Fig. 1: run 1, sizing map
The bar under the picture is 20 um long.
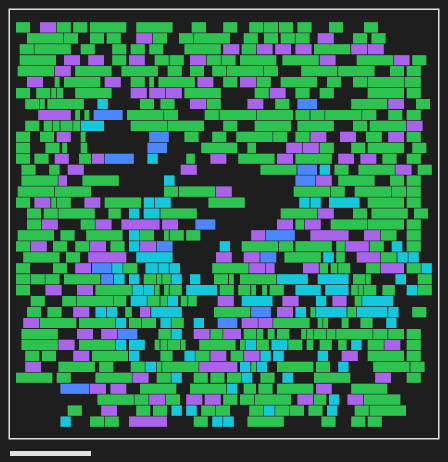
Fig. 2: run 1, sequential cells grouped by signal name
The bar under the picture is 20 um long. Other sequential cells in the stronger grey, the rest of the logic in the fainter grey.
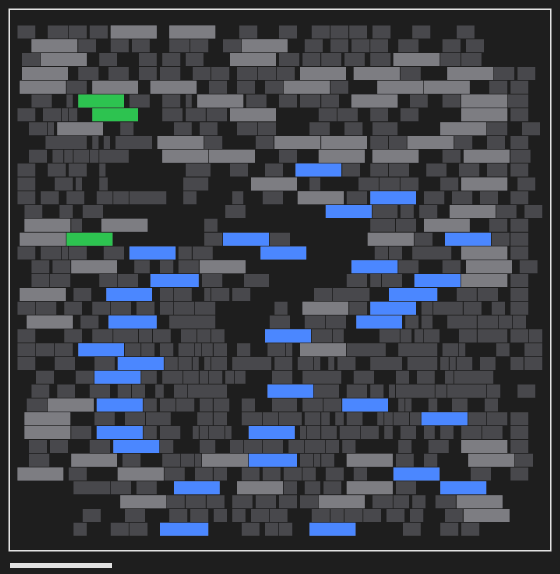
Fig. 3: run 1, clock distribution
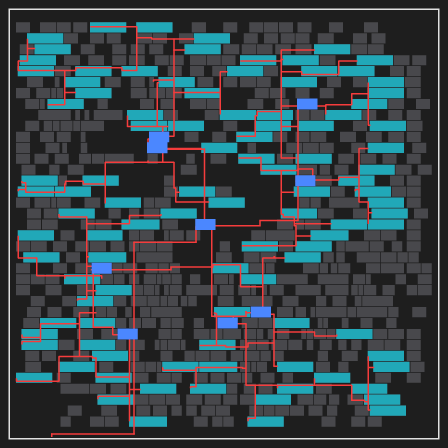
$ cat config.mk
export PLATFORM = sky130hd
export DESIGN_NAME = instr_fetch
export DESIGN_NICKNAME = d
export VERILOG_FILES = /design/src/rtl/instr_fetch_pkg.sv /design/src/rtl/instr_fetch.sv
export SDC_FILE = /design/constraint.sdc
export NUM_CORES = 1
export LEC_CHECK = 0
export CAP_MARGIN = 20
export CORE_UTILIZATION = 42
export DETAILED_ROUTE_END_ITERATION = 16
export PLACE_DENSITY_LB_ADDON = 0.25
export SKIP_LAST_GASP = 1
export SYNTH_ARGS = -nofsm -noshare
export SYNTH_HDL_FRONTEND = slang
export SYNTH_SLANG_ARGS = --single-unit
export TNS_END_PERCENT = 10
$ cat constraint.sdc
create_clock -name clk -period 2 [get_ports clk]
set_input_delay 0.2 -clock clk [delete_from_list [all_inputs] [get_ports clk]]
set_output_delay 0.2 -clock clk [all_outputs]
set_load 0.03 [all_outputs]
$ cat src/rtl/instr_fetch_pkg.sv
// Shared constants and state encoding for the instruction fetch stage.
package instr_fetch_pkg;

  localparam int XLEN       = 32;
  localparam int INST_WIDTH = 32;

  localparam logic [XLEN-1:0] DEFAULT_RESET_PC = 32'h0000_0000;

  // Fetch sequencing states; ERR is terminal until reset.
  typedef enum logic [2:0] {
    FETCH_REQ  = 3'd0,
    FETCH_WAIT = 3'd1,
    FETCH_HOLD = 3'd2,
    FETCH_EXEC = 3'd3,
    FETCH_ERR  = 3'd4
  } fetch_state_t;

endpackage

$ cat src/rtl/instr_fetch.sv
// Fetch stage of the multicycle RV32I core: owns the PC, issues one
// instruction-memory read per instruction, hands the word to decode and
// waits for the sequencer's resolved next PC before fetching again.
module instr_fetch
  import instr_fetch_pkg::*;
#(
  parameter logic [XLEN-1:0] RESET_PC = DEFAULT_RESET_PC
) (
  input  logic                  clk,
  input  logic                  rst_n,
  output logic                  imem_req_valid,
  input  logic                  imem_req_ready,
  output logic [XLEN-1:0]       imem_addr,
  input  logic                  imem_rsp_valid,
  input  logic [INST_WIDTH-1:0] imem_rsp_data,
  output logic                  inst_valid,
  input  logic                  inst_ready,
  output logic [INST_WIDTH-1:0] inst,
  output logic [XLEN-1:0]       inst_pc,
  output logic [XLEN-1:0]       pc_plus4,
  input  logic [XLEN-1:0]       next_pc,
  input  logic                  next_pc_valid,
  output logic                  fetch_fault
);

  fetch_state_t    state;
  logic [XLEN-1:0] pc;

  // The request address is always the architectural PC, and the not-taken
  // target is derived from it combinationally (wraps modulo 2^32).
  assign imem_addr = pc;
  assign pc_plus4  = pc + 32'd4;

  // Single sequencing FSM; all handshake outputs are registered here.
  always_ff @(posedge clk or negedge rst_n) begin
    if (!rst_n) begin
      state          <= FETCH_REQ;
      pc             <= RESET_PC;
      inst           <= '0;
      inst_pc        <= '0;
      inst_valid     <= 1'b0;
      imem_req_valid <= 1'b0;
      fetch_fault    <= 1'b0;
    end else begin
      case (state)
        FETCH_REQ: begin
          // The request is raised one cycle after entering REQ from reset,
          // or together with the EXEC->REQ transition, and held until taken.
          if (imem_req_valid && imem_req_ready) begin
            imem_req_valid <= 1'b0;
            state          <= FETCH_WAIT;
          end else begin
            imem_req_valid <= 1'b1;
          end
        end
        FETCH_WAIT: begin
          if (imem_rsp_valid) begin
            inst       <= imem_rsp_data;
            inst_pc    <= pc;
            inst_valid <= 1'b1;
            state      <= FETCH_HOLD;
          end
        end
        FETCH_HOLD: begin
          // next_pc_valid is deliberately not looked at here; the sequencer's
          // target is only sampled once decode has taken the instruction.
          if (inst_valid && inst_ready) begin
            inst_valid <= 1'b0;
            state      <= FETCH_EXEC;
          end
        end
        FETCH_EXEC: begin
          if (next_pc_valid) begin
            if (next_pc[1:0] == 2'b00) begin
              pc             <= next_pc;
              imem_req_valid <= 1'b1;
              state          <= FETCH_REQ;
            end else begin
              fetch_fault <= 1'b1;
              state       <= FETCH_ERR;
            end
          end
        end
        FETCH_ERR: begin
          imem_req_valid <= 1'b0;
          inst_valid     <= 1'b0;
          fetch_fault    <= 1'b1;
        end
        default: begin
          imem_req_valid <= 1'b0;
          inst_valid     <= 1'b0;
          fetch_fault    <= 1'b1;
          state          <= FETCH_ERR;
        end
      endcase
    end
  end

endmodule

==> CHANGELOG.md, run 1 <==
### Physical design

- Outcome: complete, but fails checks
- Failing checks: setup timing
- Fin. Hold Viols: 0
- Fmax: 453.5 MHz
- CP required: 1800 ps
- Overall Power: 9701 uW
- Synth async-reset ratio: 100.0%
- Placed cell area: 6793 um2
- Max FO, Critical Path: 5
- Yosys xor share: 5.365%
- Synth area leader: dfrtp_1
- Post-synth regs: 102
- GRT Util Overall: 22.82%
- Top Consumer: combinational cells
- Slowest CP cell: dfrtp_2
- Num rows: 37
- Crit-path max cell delay: 420 ps
- Net Switching: 4072 uW
- DRC violation total after the first TritonRoute iteration: 102
- Met2 Use GR: 39.89%
- Finish-stage setup viols: 23
- Mux frac, synth: 23.65%
- GRT busiest layer: met2
- Number of detailed-route iterations in the first pass: 4
- Die area: 11300 um2
- Fin Clk Skew: 10.90 ps
- Sequential Power Share: 33.5%
- Crit path depth: 5
- Worst slew pin tran: 541.6 ps
- Reg2Reg Depth: 4
- # fillers: 775
- Area Growth Syn to Fin: 58.58%
- Maxcap violations: 0
- Largest net degree at the start of global routing: 103
- Max-slew violation count: 0
- Number of global-route vias before repair: 3755
- CTS tree: yes
- Share of layout cells above drive strength 1: 36.22%
- Setup slack after layout: -205.1 ps
- Synthesized Nets: 399
- Gr ovfl total: 0
- Top cells by count, synth: dfrtp_1, mux2_2, xor2_1
- # H-tree levels: 3
- Mapped cell area: 4571 um2
- Top-area cell share: 55.84%
- Max layer used: met4
- Worst slack, placed: 49.00 ps
- P_seq: 3250 uW
- Flop2flop setup slack: 370 ps
- Drc violations: 0
- Commonest non-fill, non-tap cells in the layout: clkdlybuf4s50_1, dfrtp_1, mux2_2
- Util after Layout: 69.59%
- Logic pwr share: 53.8%
- MI comb area: 2027 um2
- Non-filler cells, final: 702
- Met3 WL: 704 um
- GR Util met3: 5.212%
- Static leakage: 0.003361 uW
- WL per Instance: 17.69 um
- Crit path DAT: 2010 ps
- Die width: 106.3 um
- YS warnings: 0
- Sink Count: 102
- Clock buffer count from CTS: 9
- Wl on met1: 4.873 mm
- Seq/Total Area, Yosys: 55.84%
- Adder share: 0.2737%
About Fig. 1:
- drive 2: purple (cells 107; share 19%)
- drive 1 or less: green (cells 361; share 64%)
- drive 3 to 4: cyan (cells 81; share 14%)
- drive 6 and up: blue (cells 17; share 3.0%)

About Fig. 2:
- state: green (flops 3)
- imem_addr: blue (flops 32)

About Fig. 3:
- cells driving clock nets: blue (count 9)
- flip-flops: cyan (count 102)
- clock wires: red (length 1200 um)
- routed clock nets: 10

-- run 1: flip-flops by register name (all words and copies together) (netlist names) --
register and cells:
inst_pc 32, inst 32, imem_req_valid 1, state 3, inst_valid 1, imem_addr 32, fetch_fault 1
-- run 1: final cells by class --
class | count | share of cell area (%)
clock buffer | 11 | 1.951
tap | 136 | 2.348
multi-input combinational | 203 | 27.96
clock inverter | 5 | 0.5869
inverter | 6 | 0.3107
sequential | 102 | 35.30
timing repair buffer | 239 | 31.54
-- run 1: what timing repair did --
action,4_1_cts,5_1_grt
pin swaps,12,2
hold buffers,1,0
resized,24,4
setup endpoints to repair,22,26
setup buffers,11,3
hold endpoints to repair,102,0
gates cloned,1,0
## Run 2: what changed since run 1
--- a/config.mk
+++ b/config.mk
@@ -7,6 +7,7 @@
 export LEC_CHECK = 0
 export CAP_MARGIN = 20
 export CORE_UTILIZATION = 42
+export CTS_BUF_LIST = sky130_fd_sc_hd__clkbuf_16
 export DETAILED_ROUTE_END_ITERATION = 16
 export PLACE_DENSITY_LB_ADDON = 0.25
 export SKIP_LAST_GASP = 1
Fig. 4: run 2, wire density map
21 x 21 tiles, from dark blue (low) to red (high), scaled to the fullest tile. Values are wire area over tile area, all layers added.
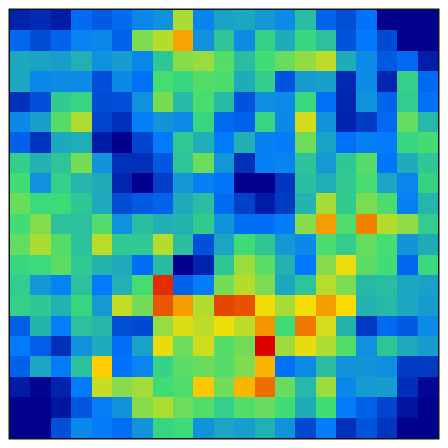
- nearly empty tiles: 4.3%
- tiles over half the peak: 27%
- mean over tiles: 0.17
- densest ninth of the die: south
- fullest tile: 0.46

Fig. 5: run 2, sizing map
The bar under the picture is 20 um long.
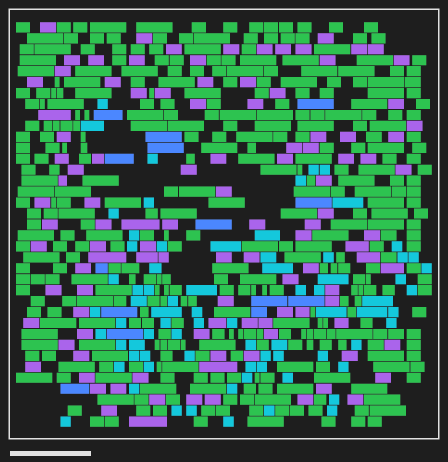
Area Growth Syn to Fin: 59.21%
Design Area, Final: 7277 um2
setup slack after layout: -129.3 ps
Repair and plain buffers: 234

Fig. 6: run 2, clock distribution
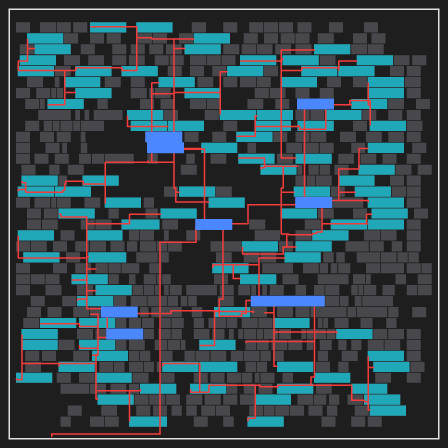
Fin Clk Skew: 8.160 ps
Skew-Pair Late Insertion Delay: 340 ps

==> CHANGELOG.md, run 2 <==
### Physical design

- Outcome: complete, but fails checks
- Failing checks: setup timing
- Crit Reg-Reg Endpoint: inst_pc[18]
- Gr ovfl total: 0
- Final setup TNS: -1230 ps
- P_seq: 3250 uW
- Clock-pin slew on the worst setup and hold paths: 70 ps
- Share of layout cells above drive strength 1: 35.29%
- Post-synth regs: 102
- Sink Count: 102
- Post-synth EDFFs: 0
- CTS tree: yes
- Vias: 3498
- Cts hold-fix bufs: 1
- P per Cell Area: 1386 nW/um2
- Slowest CP cell: dfrtp_2
- Top-count cell post-synth: dfrtp_1
- Met3 WL: 682 um
- Worst Setup Path Type: reg -> out
- Initial antenna violation count: 0
- YS warnings: 0
- Drc violations: 0
- Io pins: 201
- Tool Warnings: 31
- Max VDD drop: 1.012 mV
- Die area: 11300 um2
- GRT Util Overall: 22.53%
- WL per Instance: 17.67 um
- Top cells by count, synth: dfrtp_1, mux2_2, xor2_1
- Setup slack after layout: -129.3 ps
- Finish-stage setup viols: 18
- Fin. Hold Viols: 0
- Worst slack, placed: 49.00 ps
- Overall Power: 10090 uW
- Largest net degree at the start of global routing: 103
- Top-area cell share: 55.84%
- Top Consumer: combinational cells
- Crit path capture: pc_plus4[30]
- Logic pwr share: 51.5%
- Num rows: 37
- DRC violation total after the first TritonRoute iteration: 90
- Synth async-reset ratio: 100.0%
- GR Util met3: 5.395%
- Fmax: 469.6 MHz
- Util after Layout: 69.86%
- Die Y: 106.3 um
- Max-slew violation count: 0
- Die width: 106.3 um
- Maxcap violations: 0
- Synthesized Nets: 399
- Met2 Use GR: 39.10%
- Commonest non-fill, non-tap cells in the layout: clkdlybuf4s50_1, dfrtp_1, mux2_2
- GRT busiest layer: met2
- Wl on met1: 4.858 mm
- CP required: 1800 ps
- Net Switching: 4121 uW
- Clock buffer count from CTS: 9
- Crit path depth: 5
- Max FO, Critical Path: 7
- # H-tree levels: 3
- Postcts setup bufs: 4
- Sequential Power Share: 32.2%
- Max layer used: met4
- Worst slew pin tran: 542.1 ps
- Number of global-route vias before repair: 3696
- Seq/Total Area, Yosys: 55.84%
- Resized Gates After CTS: 17
- Crit path DAT: 1930 ps
- Non-filler cells, final: 697
- First-pass GRT wire length: 19.44 mm
- Reg2Reg Depth: 4
- Mapped Cells: 328
- Mapped cell area: 4571 um2
- Crit-path max cell delay: 370 ps
- Placed cell area: 6793 um2
- Synth area leader: dfrtp_1
- Number of detailed-route iterations in the first pass: 4
- Static leakage: 0.003396 uW
- Flop2flop setup slack: 370 ps
-- run 2: netlist changes by cell type in the layout (fill, tap and decap cells not counted), moves of 2 or more --
cell and change:
nor3_1 -2, clkbuf_16 +9, clkdlybuf4s50_1 -2, clkbuf_8 -10, nor3_2 +3, buf_4 -3
-- run 2: cell families (layout without fill, tap and decap cells) --
group,after synthesis,in the layout,share of synthesized area [%]
buf+inv,24,256,3.668
mux,95,95,23.65
fa+ha+maj,1,1,0.2737
xor+xnor,28,28,5.366
flops,102,102,55.84
simple gates,72,73,10.32
compound gates,6,6,0.8760
-- run 2: final cells by class --
class                   count  area (um2)
inverters                   6       22.52
well taps                 136       170.2
clock inverters             7       50.05
repair buffers            234        2233
flip-flops and latches    102        2557
clock buffers               9       225.2
multi-input cells         203        2018
fillers                   773        3139
Power and IR drop assume default switching activity.
